===== config.mk =====
export PLATFORM = sky130hd
export DESIGN_NAME = wbuf_drain
export DESIGN_NICKNAME = d
export VERILOG_FILES = /design/src/rtl/wbuf_drain.sv
export SDC_FILE = /design/constraint.sdc
export NUM_CORES = 1
export LEC_CHECK = 0
export ABC_AREA = 1
export CORE_MARGIN = 5
export CORE_UTILIZATION = 41
export CTS_CLUSTER_SIZE = 25
export DETAILED_ROUTE_END_ITERATION = 10
export GPL_TIMING_DRIVEN = 1
export PLACE_DENSITY = 0.8
export SLEW_MARGIN = 10
export SYNTH_ARGS = -nofsm -noshare
export SYNTH_HDL_FRONTEND = slang
export SYNTH_SLANG_ARGS = --single-unit

===== constraint.sdc =====
create_clock -name sClk_i -period 3.3 [get_ports sClk_i]
set_clock_uncertainty 0.15 [all_clocks]
set_input_delay 0.33 -clock sClk_i [delete_from_list [all_inputs] [get_ports sClk_i]]
set_output_delay 0.33 -clock sClk_i [all_outputs]
set_load 0.02 [all_outputs]

===== src/rtl/wbuf_drain.sv =====
// wbuf_drain: drains the write-buffer compare FIFO onto a single-beat
// valid/ready memory write port.
//
// Ports:
//   sClk_i, sRst_i         clock, synchronous active-high reset
//   FifoEmpty_i            FIFO empty flag
//   FifoData_i             FIFO head entry {addr, data, strb}
//   FifoRead_o             pop strobe (combinational)
//   Hold_i                 blocks new pops; an outstanding write is unaffected
//   Flush_i                single-cycle flush request
//   FlushDone_o            one-cycle pulse when a flush completes
//   MemValid_o/MemReady_i  write request handshake
//   MemAddr_o/MemWData_o/MemWStrb_o  registered request payload
//   Busy_o                 engine active or FIFO non-empty
//   Error_o                sticky watchdog error
//   WrCount_o              completed writes, wraps
module wbuf_drain #(
  parameter int W_ADDR    = 32,
  parameter int W_DATA    = 32,
  parameter int W_STRB    = W_DATA/8,
  parameter int W_ENTRY   = W_ADDR+W_DATA+W_STRB,
  parameter int C_TIMEOUT = 256,
  parameter int W_CNT     = 16
) (
  input  logic               sClk_i,
  input  logic               sRst_i,
  input  logic               FifoEmpty_i,
  input  logic [W_ENTRY-1:0] FifoData_i,
  output logic               FifoRead_o,
  input  logic               Hold_i,
  input  logic               Flush_i,
  output logic               FlushDone_o,
  output logic               MemValid_o,
  input  logic               MemReady_i,
  output logic [W_ADDR-1:0]  MemAddr_o,
  output logic [W_DATA-1:0]  MemWData_o,
  output logic [W_STRB-1:0]  MemWStrb_o,
  output logic               Busy_o,
  output logic               Error_o,
  output logic [W_CNT-1:0]   WrCount_o
);

  localparam int W_WD = (C_TIMEOUT > 1) ? $clog2(C_TIMEOUT) : 1;

  typedef enum logic [1:0] {IDLE, REQ, ERR} state_t;

  state_t          state, state_nxt;
  logic            flush_pend_r, flush_pend;
  logic            pop_ok, pop, hs, done, wd_hit;
  logic [W_WD-1:0] wd;

  // A pending flush (including one arriving this cycle) overrides Hold_i.
  assign flush_pend = flush_pend_r | Flush_i;
  assign pop_ok     = ~FifoEmpty_i & (~Hold_i | flush_pend);
  assign hs         = (state == REQ) & MemReady_i;
  // Fires on the C_TIMEOUT-th consecutive unacknowledged REQ cycle.
  assign wd_hit     = (C_TIMEOUT > 0) && (wd == W_WD'(C_TIMEOUT-1));

  always_comb begin
    state_nxt = state;
    pop       = 1'b0;
    done      = 1'b0;
    case (state)
      IDLE: begin
        pop  = pop_ok;
        done = flush_pend & FifoEmpty_i;
        if (pop_ok) state_nxt = REQ;
      end
      REQ: begin
        if (MemReady_i) begin
          // Pop only alongside a handshake so the payload never changes
          // while valid is waiting on ready.
          pop  = pop_ok;
          done = flush_pend & FifoEmpty_i;
          if (!pop_ok) state_nxt = IDLE;
        end else if (wd_hit) begin
          state_nxt = ERR;
        end
      end
      default: ;  // ERR is terminal until reset
    endcase
    if (sRst_i) pop = 1'b0;
  end

  always_ff @(posedge sClk_i) begin
    if (sRst_i) begin
      state        <= IDLE;
      MemAddr_o    <= '0;
      MemWData_o   <= '0;
      MemWStrb_o   <= '0;
      WrCount_o    <= '0;
      FlushDone_o  <= 1'b0;
      flush_pend_r <= 1'b0;
      wd           <= '0;
    end else begin
      state        <= state_nxt;
      FlushDone_o  <= done;
      flush_pend_r <= done ? 1'b0 : flush_pend;
      if (pop) begin
        MemAddr_o  <= FifoData_i[W_ENTRY-1:W_DATA+W_STRB];
        MemWData_o <= FifoData_i[W_DATA+W_STRB-1:W_STRB];
        MemWStrb_o <= FifoData_i[W_STRB-1:0];
      end
      if (hs) WrCount_o <= WrCount_o + 1'b1;
      if (pop || hs)      wd <= '0;
      else if (state == REQ) wd <= wd + 1'b1;
    end
  end

  assign FifoRead_o = pop;
  assign MemValid_o = (state == REQ);
  assign Error_o    = (state == ERR);
  assign Busy_o     = (state != IDLE) | ~FifoEmpty_i;

endmodule


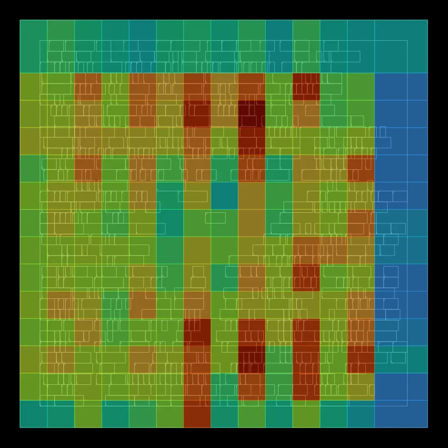
*Routing congestion, run 1*
Total Routing Usage GR: 18.9%
met3 usage: 11.0%

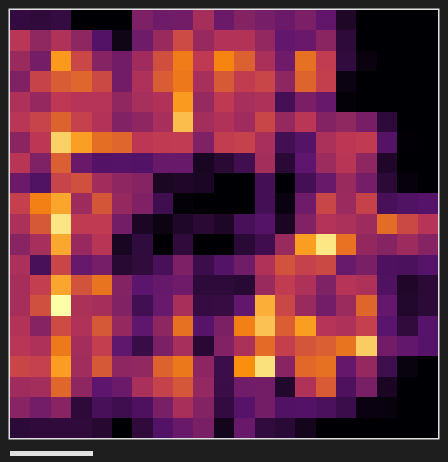
*Routed metal per tile, run 1*
Scale bar: 20 um. The die is cut into 21 by 21 equal tiles; black is low, pale yellow is high, scaled to the fullest tile. Values are wire area over tile area, all layers added.
tiles over half the peak: 23%
nearly empty tiles: 12%
mean over tiles: 0.16
fullest tile: 0.47

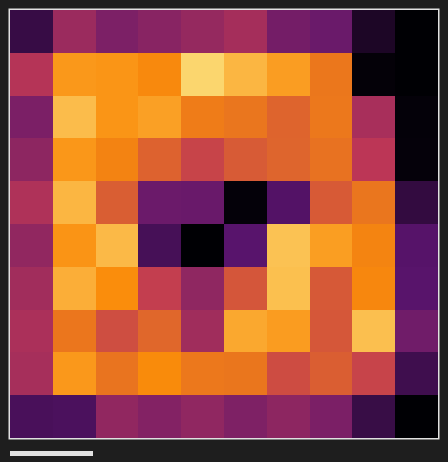
*Cell area per tile, run 1*
Scale bar: 20 um. The die is cut into 10 by 10 equal tiles; black is low, pale yellow is high, 0 to 100% covered.
fullest tile: 91%
emptiest ninth of the die: upper right
nearly empty tiles: 8.0%
tiles over 75% full: 21%
mean over tiles: 50%

[run 1: state kept, by name, indices dropped and copies added (netlist names)]
name,cells
state,2
FlushDone_o,1
WrCount_o,16
MemWData_o,32
flush_pend_r,1
wd,8
MemAddr_o,32
MemWStrb_o,4
[run 1: critical path, cell delays in order]
cell and delay [ns]:
clkdlybuf4s50_1 0.48, nor2_1 0.07, nand2_1 0.07, nand2_1 0.11, nor3_4 0.14, clkdlybuf4s50_1 0.67
[run 1: logic make-up after synthesis]
logic type / Yosys count
xor+xnor: 7
fa+ha+maj: 2
compound gates: 24
buf+inv: 40
flops: 96
simple gates: 314
[run 1: worst paths after layout]
| check | start | endpoint | slack [ns] | depth (start not counted) |
|---|---|---|---|---|
| hold / removal | MemWData_o[30]$_SDFFE_PP0P_ | MemWData_o[30]$_SDFFE_PP0P_ | 0.30 | 2 |
| setup / recovery | Flush_i | FifoRead_o | 0.95 | 6 |
| hold reg to reg | MemWData_o[30]$_SDFFE_PP0P_ | MemWData_o[30]$_SDFFE_PP0P_ | 0.30 | 2 |
| setup reg to reg | state[0]$_SDFFE_PP0P_ | MemWData_o[0]$_SDFFE_PP0P_ | 1.41 | 7 |
[run 1: power groups by stage]
stage | clock, uW | sequential, uW | combinational, uW
finish | 712 | 1280 | 522
global route | 784 | 1290 | 566
CTS | 736 | 1280 | 528
detailed placement | 0 | 1310 | 526
global placement | 0 | 1310 | 518
floorplan | 0 | 1400 | 142
[run 1: final cells by class]
cell class	count	share of cell area, %
flip-flops and latches	96	35.2
inverters	25	1.72
repair buffers	166	30.5
clock inverters	4	0.550
multi-input cells	347	26.9
well taps	108	2.47
clock buffers	11	2.77
[run 1: placed cells by master (no fill, tap or decap), drive strengths merged, types with 6 or more instances in the layout]
master and instances:
nor2 34, dfxtp 96, nand2 253, clkbuf 11, a21oi 15, o21ai 8
clkdlybuf4s50 162, nor3 7, nand3 13, xor2 6, inv 24
[run 1: through the flow]
step                      worst slack (ns)  cells  total power [uW]
after floorplan                       1.63    483              1540
after global placement               0.964    742              1820
after detailed placement             0.944    742              1840
after CTS                            0.943    757              2550
after global routing                 0.826    757              2640
final                                0.951    757              2520
[run 1: layer usage]
layer,part of all wire [%],routed length [um],global-route usage (%),up-vias
li1,-,-,-,1800
met1,38,3790,20.2,1547
met4,1.9,184,6.57,0
met2,48,4750,31.2,130
met3,12,1210,11.0,16
met5,0,0,0,-
==> Changelog: implementation, run 1 <==
## Implementation

- Number of global-route vias before repair: 3,435
- Sw power: 710 uW
- Initial antenna violation count: 0
- Top logic family: simple AND/OR/NAND/NOR gates
- Residual DRC: 0
- Core Region: 0.00859 sq mm
- Clk root buf: clkbuf_8
- Post-synthesis cell area: 0.00355 sq mm
- Clock share of power: 28.3%
- Ant diodes: 0
- Fp util: 41.4%
- Post-Syn Area per Cell: 7.36 sq um
- Routed WL: 9940 um
- Cell taking the most area after synthesis: dfxtp_1
- CTS Buf Count: 9
- Die area: 0.0106 sq mm
- Internal: 1810 uW
- Compound-gate portion of the synthesized area: 3.56%
- Top cell area share: 54.1%
- Net count after synthesis: 559
- Via density: 4.61
- Total power density per cell area: 461 mW/mm^2
- Global route overflow: 0
- # setup viols final: 0
- Crit path max fanout: 3
- Post-synth EDFFs: 0
- Number of cells in Yosys stat: 483
- Post-CTS Hold Buffers: 0
- Sequential power share: 51.0%
- Die height: 103 um
- Status: finished, final reports clean
- Critical path type: input port to output pin
- Synth cell count leaders: nand2_1, dfxtp_1, nor2_1
- FF+latch area: 0.00192 sq mm
- Adder-cell share of the synthesized area: 0.704%
- Log Warnings: 26
- FFs w/ async S/R, synth: 0%
- Fillers: 740
- Yosys chip area: 0.00355 sq mm
- CP required: 2.82 ns
- Dpl cell area: 0.00528 sq mm
- Proportion of layout cells with a drive suffix above 1: 4.62%
- CP Capture Type: output pin
- F_max: 426 MHz
- Port Buffers: 162
- Hold Slack: 0.297 ns
- Largest net degree at the start of global routing: 67
- Design Area, Final: 0.00546 sq mm
- Final nets: 721
### The metal 1 layer, run 1

Scale bar: 20 um.
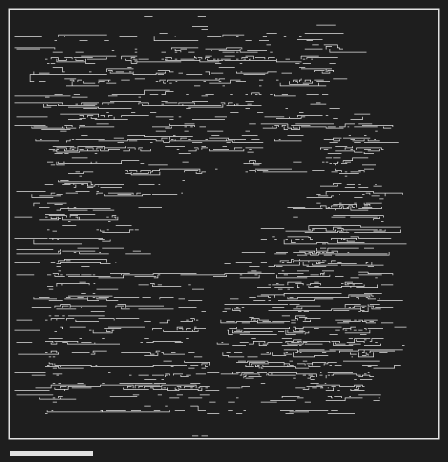

--- run 2 (diff from run 1) ---
==> constraint.sdc (replaced) <==
create_clock -name sClk_i -period 2.4 [get_ports sClk_i]
set_clock_uncertainty 0.15 [all_clocks]
set_input_delay 0.24 -clock sClk_i [delete_from_list [all_inputs] [get_ports sClk_i]]
set_output_delay 0.24 -clock sClk_i [all_outputs]
set_load 0.02 [all_outputs]
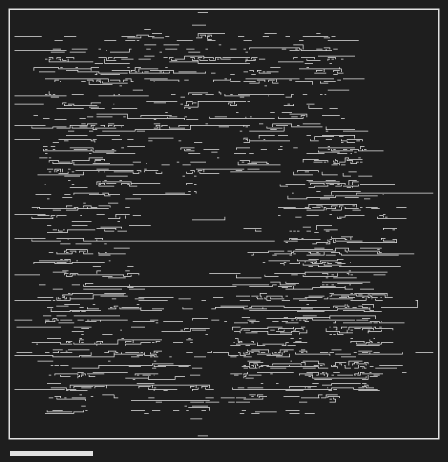
*The metal 1 layer, run 2*
Scale bar: 20 um.
nets with wire on the layer: 640
share of all routed wire: 40%
longest straight run: 46.0 um

==> Changelog: implementation, run 2 <==
## Implementation

- Clock share of power: 31.6% (+3.3 points)
- Total power: 3640 uW (+45%)
- Total power density per cell area: 658 mW/mm^2 (+43%)
- CP Capture Type: output pin
- Log Warnings: 26 (unchanged)
- Ant diodes: 0 (unchanged)
- Sw power: 988 uW (+39%)
- Top cell area share: 54.1% (unchanged)
- Post-CTS Hold Buffers: 0 (unchanged)
- FFs w/ async S/R, synth: 0% (unchanged)
- Largest registers: MemAddr_o (32), MemWData_o (32), WrCount_o (16)
- Sequential power share: 48.5% (-2.5 points)
- Yosys chip area: 0.00355 sq mm (unchanged)
- Die height: 103 um (unchanged)
- Core Region: 0.00859 sq mm (unchanged)
- Net count after synthesis: 559 (unchanged)
- Proportion of layout cells with a drive suffix above 1: 5.35% (+0.73 points)
- CTS Buf Count: 9 (unchanged)
- Most frequent logic cell in the layout: nand2_1
- Hold Path Depth: 3 (+1)
- Post-synth EDFFs: 0 (unchanged)
- Global route overflow: 0 (unchanged)
- Compound-gate portion of the synthesized area: 3.56% (unchanged)
- Status: finished, final reports clean
- Crit path max fanout: 7 (+4)
- Adder-cell share of the synthesized area: 0.704% (unchanged)
- Most frequent logic cells in the routed design: nand2_1, clkdlybuf4s50_1, dfxtp_1
- Cell taking the most area after synthesis: dfxtp_1
- Worst R2R Path Depth: 8 (+1)
- Top logic family: simple AND/OR/NAND/NOR gates
- Residual DRC: 0 (unchanged)
- Routed WL: 9810 um (-1.2%)
- Initial antenna violation count: 0 (unchanged)
- Number of cells in Yosys stat: 483 (unchanged)
- Number of global-route vias before repair: 3,406 (-0.84%)
- Fillers: 739 (-0.14%)
- Post-synthesis cell area: 0.00355 sq mm (unchanged)
- Internal: 2650 uW (+47%)
- Total Routing Usage GR: 18.4% (-0.56 points)
- Final nets: 725 (+0.55%)
- Port Buffers: 162 (unchanged)
- Via density: 4.56 (-1.1%)
- Post-Syn Area per Cell: 7.36 sq um (unchanged)
run 2: cell counts after synthesis:
Identical to the previous run, type by type.
run 2: routing by layer:
metal / part of all wire [%] / vias up / GRT usage [%]
met5: 0 / - / 0
met4: 1.4 / 0 / 5.88
met3: 11 / 13 / 10.0
met2: 48 / 110 / 30.0
met1: 40 / 1545 / 20.5
li1: - / 1808 / -
run 2: logic make-up after synthesis:
group | count (synthesis)
XOR/XNOR | 7
flip-flops | 96
AND/OR/NAND/NOR | 314
adder cells (fa/ha/maj) | 2
buffers and inverters | 40
AND-OR/OR-AND | 24
run 2: power groups by stage:
stage	combinational [uW]	clock, uW	sequential, uW
global route	785	1250	1780
finish	724	1150	1760
global placement	718	0	1800
CTS	732	1180	1770
detailed placement	730	0	1800
floorplan	196	0	1920
run 2: worst max-delay path: stages (launching register included):
cell	delay, ns
dfxtp_1	0.44
nand2_1	0.20
inv_1	0.20
clkdlybuf4s50_1	0.64
run 2: area by class of cell:
cell class / instances / area [sq um] / area share, %
flip-flops and latches: 96 / 1920 / 34.8
repair buffers: 170 / 1690 / 30.6
multi-input cells: 347 / 1470 / 26.5
well taps: 108 / 135 / 2.44
clock buffers: 9 / 124 / 2.24
inverters: 25 / 93.8 / 1.70
clock inverters: 7 / 92.6 / 1.67
run 2: metrics by stage:
step	worst slack [ns]	area [sq um]	hold slack (ns)	instances	utilization [%]
3_5_place_dp	0.229	5310	0.283	746	61.8
2_1_floorplan	0.798	3550	0.200	483	-
4_1_cts	0.178	5530	0.258	762	64.3
6_report	0.203	5530	0.280	762	64.3
3_3_place_gp	0.238	5310	0.276	746	61.8
5_1_grt	0.0899	5530	0.263	762	64.3
run 2: final timing paths:
check	start	endpoint	slack, ns
worst max-delay path	state[0]$_SDFFE_PP0P_	MemValid_o	0.20
worst min-delay path	FifoData_i[50]	MemAddr_o[14]$_SDFFE_PP0P_	0.28
worst max register to register	state[0]$_SDFFE_PP0P_	MemAddr_o[19]$_SDFFE_PP0P_	0.65
worst min register to register	MemWStrb_o[0]$_SDFFE_PP0P_	MemWStrb_o[0]$_SDFFE_PP0P_	0.30
### Routed metal per tile, run 2

Scale bar: 20 um. The die is cut into 21 by 21 equal tiles; black is low, pale yellow is high, scaled to the fullest tile. Values are wire area over tile area, all layers added.
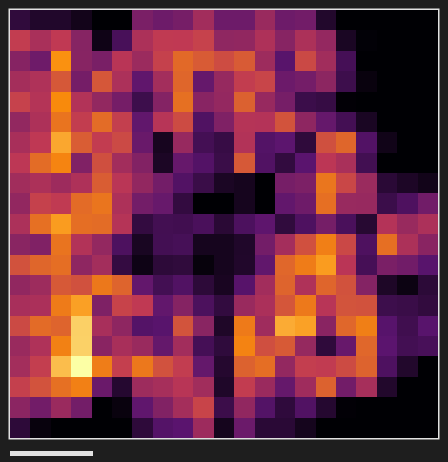

--- run 3 (diff from run 2) ---
--- a/config.mk
+++ b/config.mk
@@ -6,7 +6,7 @@
 export NUM_CORES = 1
 export LEC_CHECK = 0
 export ABC_AREA = 1
-export CORE_MARGIN = 5
+export ABC_CLOCK_PERIOD_IN_PS = 2400
 export CORE_UTILIZATION = 41
 export CTS_CLUSTER_SIZE = 25
 export DETAILED_ROUTE_END_ITERATION = 10
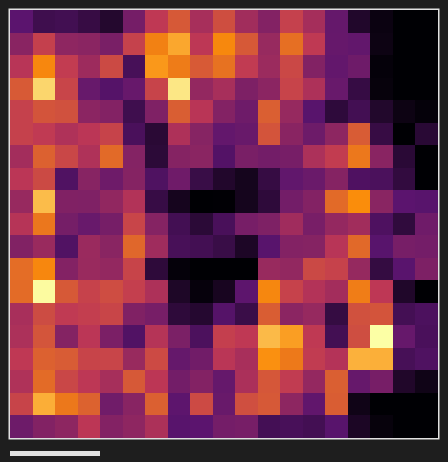
*Routed metal per tile, run 3*
Scale bar: 20 um. The die is cut into 19 by 19 equal tiles; black is low, pale yellow is high, scaled to the fullest tile. Values are wire area over tile area, all layers added.
mean over tiles: 0.18
fullest tile: 0.47
nearly empty tiles: 7.8%
tiles over half the peak: 29%

==> Changelog: implementation, run 3 <==
## Implementation

- Status: finished, final reports clean
- Crit path arrival time: 1.85 ns
- Dpl cell area: 0.00531 sq mm (about the same)
- Final nets: 724 (-0.14%)
- Post-Syn Area per Cell: 7.36 sq um (unchanged)
- Post-synthesis cell area: 0.00355 sq mm (unchanged)
- Global route overflow: 0 (unchanged)
- Total Routing Usage GR: 21.4% (+3.0 points)
- Most frequent logic cell in the layout: nand2_1
- Die area: 0.00905 sq mm
- DRT antenna net count: 0
- Hold EP: MemWData_o[1]$_SDFFE_PP0P_
- Core Region: 0.00830 sq mm (-3.4%)
- # rows: 33
- RD Place Congestion: 0.799
- Clock share of power: 34.3% (+2.7 points)
- Sw Share: 26.4%
- F_max: 446 MHz
- Via density: 4.63 (+1.6%)
- Pre-CTS setup slack: 0.147 ns (-0.0822 ns)
- Total power density per cell area: 681 mW/mm^2 (+3.4%)
- Worst R2R Path Depth: 8 (unchanged)
- Proportion of layout cells with a drive suffix above 1: 5.21% (-0.14 points)
- Clk root buf: clkbuf_8
- Yosys chip area: 0.00355 sq mm (unchanged)
- Peak supply drop: 0.000376 V
- CP Launch Type: input port
- Hold Path Depth: 3 (unchanged)
- Cell taking the most area after synthesis: dfxtp_1
- Mapped Cells: 483
- Port Buffers: 162 (unchanged)
- Crit path max fanout: 3 (-4)
- Post-synth EDFFs: 0 (unchanged)
- Main flop type: dfxtp_1
- Post-CTS Hold Buffers: 0 (unchanged)
- Die X: 95.1 um
- Top cell area share: 54.1% (unchanged)
- CP Capture Type: output pin
- Routed WL: 9460 um (-3.6%)
- Top area cell types: dfxtp_1, nand2_1, nor2_1, inv_1, a21oi_1
- Die height: 95.1 um (-7.8%)
- CTS Buf Count: 9 (unchanged)
- Post-DP HPWL: 6920 um
- Critical path type: input port to output pin
- Drt first pass iters: 4
- Number of global-route vias before repair: 3,373 (-0.97%)
- Post-CTS Setup Bufs: 0
- Fillers: 710 (-3.9%)
- Comb pwr share: 19.1%
- Largest net degree at the start of global routing: 50
- DR WL/cell: 12.5 um
- Internal: 2790 uW (+5.2%)
- Max Cap Violations: 0
- Reg2reg start: state[0]$_SDFFE_PP0P_
- Reg2Reg Setup Slack: 0.61 ns (-0.04 ns)
- Worst setup slack after layout: 0.159 ns (-0.0437 ns)
- FFs w/ async S/R, synth: 0% (unchanged)
- # setup viols final: 0
- Residual DRC: 0 (unchanged)
- Worst-path clk slew: 0.10 ns
- CTS resizes: 0
- Sequential power share: 46.7% (-1.8 points)
- Clock Path Buffers: 2
- Post-synthesis sequential area ratio: 54.1%
- Net count after synthesis: 559 (unchanged)
- Largest registers: MemAddr_o (32), MemWData_o (32), WrCount_o (16)
- Fin crit share: 93.4%
- Yosys reg bits: 96
- Max-slew violations: 0
- Sw power: 999 uW (+1.1%)
- CP required: 2.01 ns
- Ant diodes: 0 (unchanged)
- Fp util: 42.8%
- Hold_sp: FifoData_i[5]
- Hold Fails Final Rpt: 0
- Design Area, Final: 0.00556 sq mm (+0.63%)
- Most frequent logic cells in the routed design: nand2_1, clkdlybuf4s50_1, dfxtp_1
- Count leader, synth: nand2_1
- Log Warnings: 26 (unchanged)
- Hold Path Class: input port to register
- R2r endpoint: MemAddr_o[11]$_SDFFE_PP0P_
- I/O Pins: 163
- Initial antenna violation count: 0 (unchanged)
- Setup TNS: 0 ns
- Number of cells in Yosys stat: 483 (unchanged)
- Number of synthesis warnings: 0
- H-tree depth: 3
- Layout area overhead: 56.5%
-- run 3: cell counts after synthesis --
No cell type changed its count.
-- run 3: critical path: stages --
cell and delay, ns:
clkdlybuf4s50_1 0.56, o21ai_2 0.13, nor3_4 0.27, clkdlybuf4s50_1 0.66
-- run 3: worst max path at each step --
stage,start,end,slack [ns],depth (start not counted)
2_1_floorplan,WrCount_o[0]$_SDFFE_PP0P_,WrCount_o[12]$_SDFFE_PP0P_,0.80,8
3_3_place_gp,MemReady_i,FifoRead_o,0.17,4
3_5_place_dp,MemReady_i,FifoRead_o,0.15,4
4_1_cts,MemReady_i,FifoRead_o,0.14,4
5_1_grt,state[0]$_SDFFE_PP0P_,MemValid_o,0.02,3
6_report,MemReady_i,FifoRead_o,0.16,4
-- run 3: cell families after synthesis --
| logic type | synth area share (%) |
|---|---|
| AOI/OAI and AO/OA | 3.56 |
| DFF | 54.1 |
| adders and majority gates | 0.704 |
| and+or+nand+nor | 35.3 |
| buffers and inverters | 4.65 |
| xor gates and xnor gates | 1.72 |
-- run 3: cell type report --
type	instances	area, sq um	area share, %
clock buffer	10	138	2.47
clock inverter	6	113	2.02
inverter	25	93.8	1.69
multi-input combinational	347	1470	26.4
sequential	96	1920	34.5
tap	105	131	2.36
timing repair buffer	169	1700	30.5
-- run 3: power groups by stage --
stage / clock network (uW) / registers (uW) / logic, uW
floorplan: 0 / 1920 / 196
global placement: 0 / 1800 / 713
detailed placement: 0 / 1800 / 726
CTS: 1320 / 1770 / 730
global route: 1390 / 1780 / 781
finish: 1300 / 1770 / 722
-- run 3: routing by layer --
layer / vias to the layer above / wire length [um] / GRT usage (%)
met2: 127 / 4490 / 35.1
met1: 1554 / 3840 / 23.8
met5: - / 0 / 0
met4: 0 / 291 / 10.5
li1: 1811 / - / -
met3: 20 / 845 / 8.77
-- run 3: stage by stage --
stage / cells / utilization (%) / total power [uW] / hold slack, ns
after floorplan: 483 / - / 2120 / 0.200
after global placement: 742 / 64.0 / 2510 / 0.277
after detailed placement: 742 / 64.0 / 2530 / 0.282
after CTS: 758 / 67.0 / 3810 / 0.252
after global routing: 758 / 67.0 / 3950 / 0.255
final: 758 / 67.0 / 3790 / 0.260
Power figures rest on the tool's default switching activity, not on a simulated workload.
